==> config.mk <==
export PLATFORM = sky130hd
export DESIGN_NAME = tcp_rx_pipe_ctrl_flat
export DESIGN_NICKNAME = d
export VERILOG_FILES = /design/src/rtl/tcp_rx_pipe_ctrl_pkg.sv /design/src/rtl/tcp_rx_pipe_ctrl_if.sv /design/src/rtl/tcp_rx_pipe_ctrl_hs_tracker.sv /design/src/rtl/tcp_rx_pipe_ctrl.sv /design/src/flat_wrapper.sv
export SDC_FILE = /design/constraint.sdc
export NUM_CORES = 1
export LEC_CHECK = 0
export CORE_ASPECT_RATIO = 2
export CORE_MARGIN = 2
export CORE_UTILIZATION = 41
export DETAILED_ROUTE_END_ITERATION = 8
export GPL_TIMING_DRIVEN = 1
export PLACE_DENSITY_LB_ADDON = 0.12
export SYNTH_ARGS = -nofsm -noshare
export SYNTH_HDL_FRONTEND = slang
export SYNTH_SLANG_ARGS = --single-unit
==> constraint.sdc <==
create_clock -name clk -period 1.58 [get_ports clk]
set_input_delay 0.158 -clock clk [delete_from_list [all_inputs] [get_ports clk]]
set_output_delay 0.158 -clock clk [all_outputs]
set_load 0.1 [all_outputs]
==> images/layers.png <==
Drawn at 4 px/um. Only two layers are drawn.
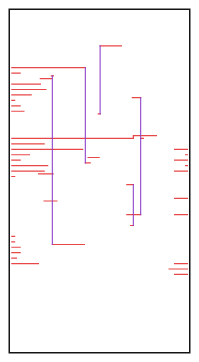
| layer | color | wire length |
|---|---|---|
| M4 | purple | 122 um |
| M3 | red | 210 um |
number of vias in the routed layout: 1513
WL/cell: 17.1 um
total wire length after detailed routing: 4590 um
gr usage total: 24.5%

==> images/clock_nets.png <==
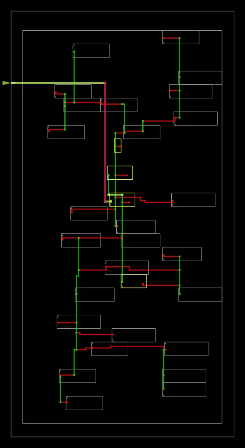
final clock skew: 2.78 ps
later-pin clock latency in the skew report: 270 ps

==> images/clock_wires.png <==
Drawn at 8 px/um.
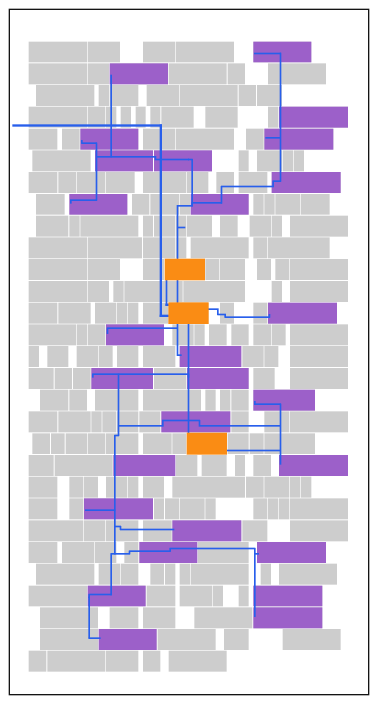
[clock wires] blue | length: 321 um
[clock-net drivers] orange | count: 3
[flip-flops] purple | count: 27
routed clock nets: 4
Clock group: 394 uW
relative contribution of the clock network to total power: 8.5%

==> images/pinout.png <==
Drawn at 6 px/um. Pins as bars across the die edge, other pins in gray.
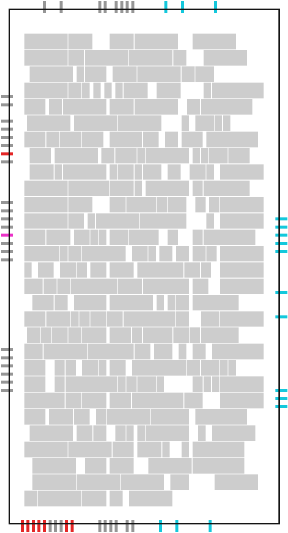
| port | color | pins | direction | edge |
|---|---|---|---|---|
| bus_src_tcp_rx_flags | red | 8 | input | 7 bottom, 1 left |
| bus_src_tcp_rx_hdr_val | magenta | 1 | input | left |
| pkt_drop_cnt | cyan | 16 | output | 10 right, 3 bottom, 3 top |
horizontal die dimension: 44.7 um
vertical die dimension: 85.5 um
count of input and output buffers: 54

==> images/gates.png <==
Drawn at 6 px/um.
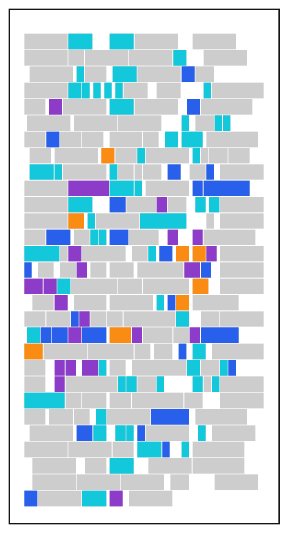
| family | color | cells |
|---|---|---|
| and/or cells | orange | 8 |
| nor cells | cyan | 56 |
| aoi and oai cells | purple | 21 |
| nand cells | blue | 26 |
Comb/total area: 33.2%
Finished Layout Cells: 269
Commonest Layout Cell: sky130_fd_sc_hd__buf_12

==> out/qor.csv <==
stage,metric,value,unit
global_route,grt_overflow,0,
critical_path,data_arrival_at_the_endpoint_of_the_critical_path,1470,ps
detailed_routing,antenna_left,0,
cells_and_area,final.fill_count,150,
sta,finalSetupTns,-107,ps
floorplan,floorplanUtilization,43.1,%
synthesis,netlist-cell-type-count,40,
power_and_ir_drop,comb_power_share,74.1,%
detailed_routing,detailroute.wirelength.met3,210,um
sta,layout_min_cycle_time,1620,ps
synthesis,ys_seq_elements,27,
synthesis,mean_instance_size_in_the_synthesized_netlist,8.06,sq um
min_path,hold_wc_path_type,input port to flop,
placement,cell_total_after_placement,257,
cells_and_area,nonClkBufAreaFrac,41.2,%
synthesis,flop_cell,sky130_fd_sc_hd__dfxtp_1,
critical_path,worst_setup_path_start_kind,flop,
status,violations,negative setup slack,
cells_and_area,nNonClkBuffers,76,
cells_and_area,largest_register_ffs,16,
power_and_ir_drop,top_power_group,combinational logic,
floorplan,chipArea,3830,sq um
cells_and_area,seqAreaFraction,21.6,%
synthesis,synth_area_leader_cell,sky130_fd_sc_hd__dfxtp_1,
detailed_routing,drc,0,
critical_path,reg2regPathDepth,5,
detailed_routing,drt_iter0_markers,47,
cells_and_area,num-nets-final,265,
sta,timing.final.setup_violations,7,
sta,worst_setup_slack_after_layout,-43.8,ps
sta,final-hold-violation-count,0,
synthesis,post_synth_main_logic_family,simple AND/OR/NAND/NOR gates,
status,run_status,finished with violations,
sta,slew-limit-headroom,59.5,%
Power figures rest on the tool's default switching activity, not on a simulated workload.
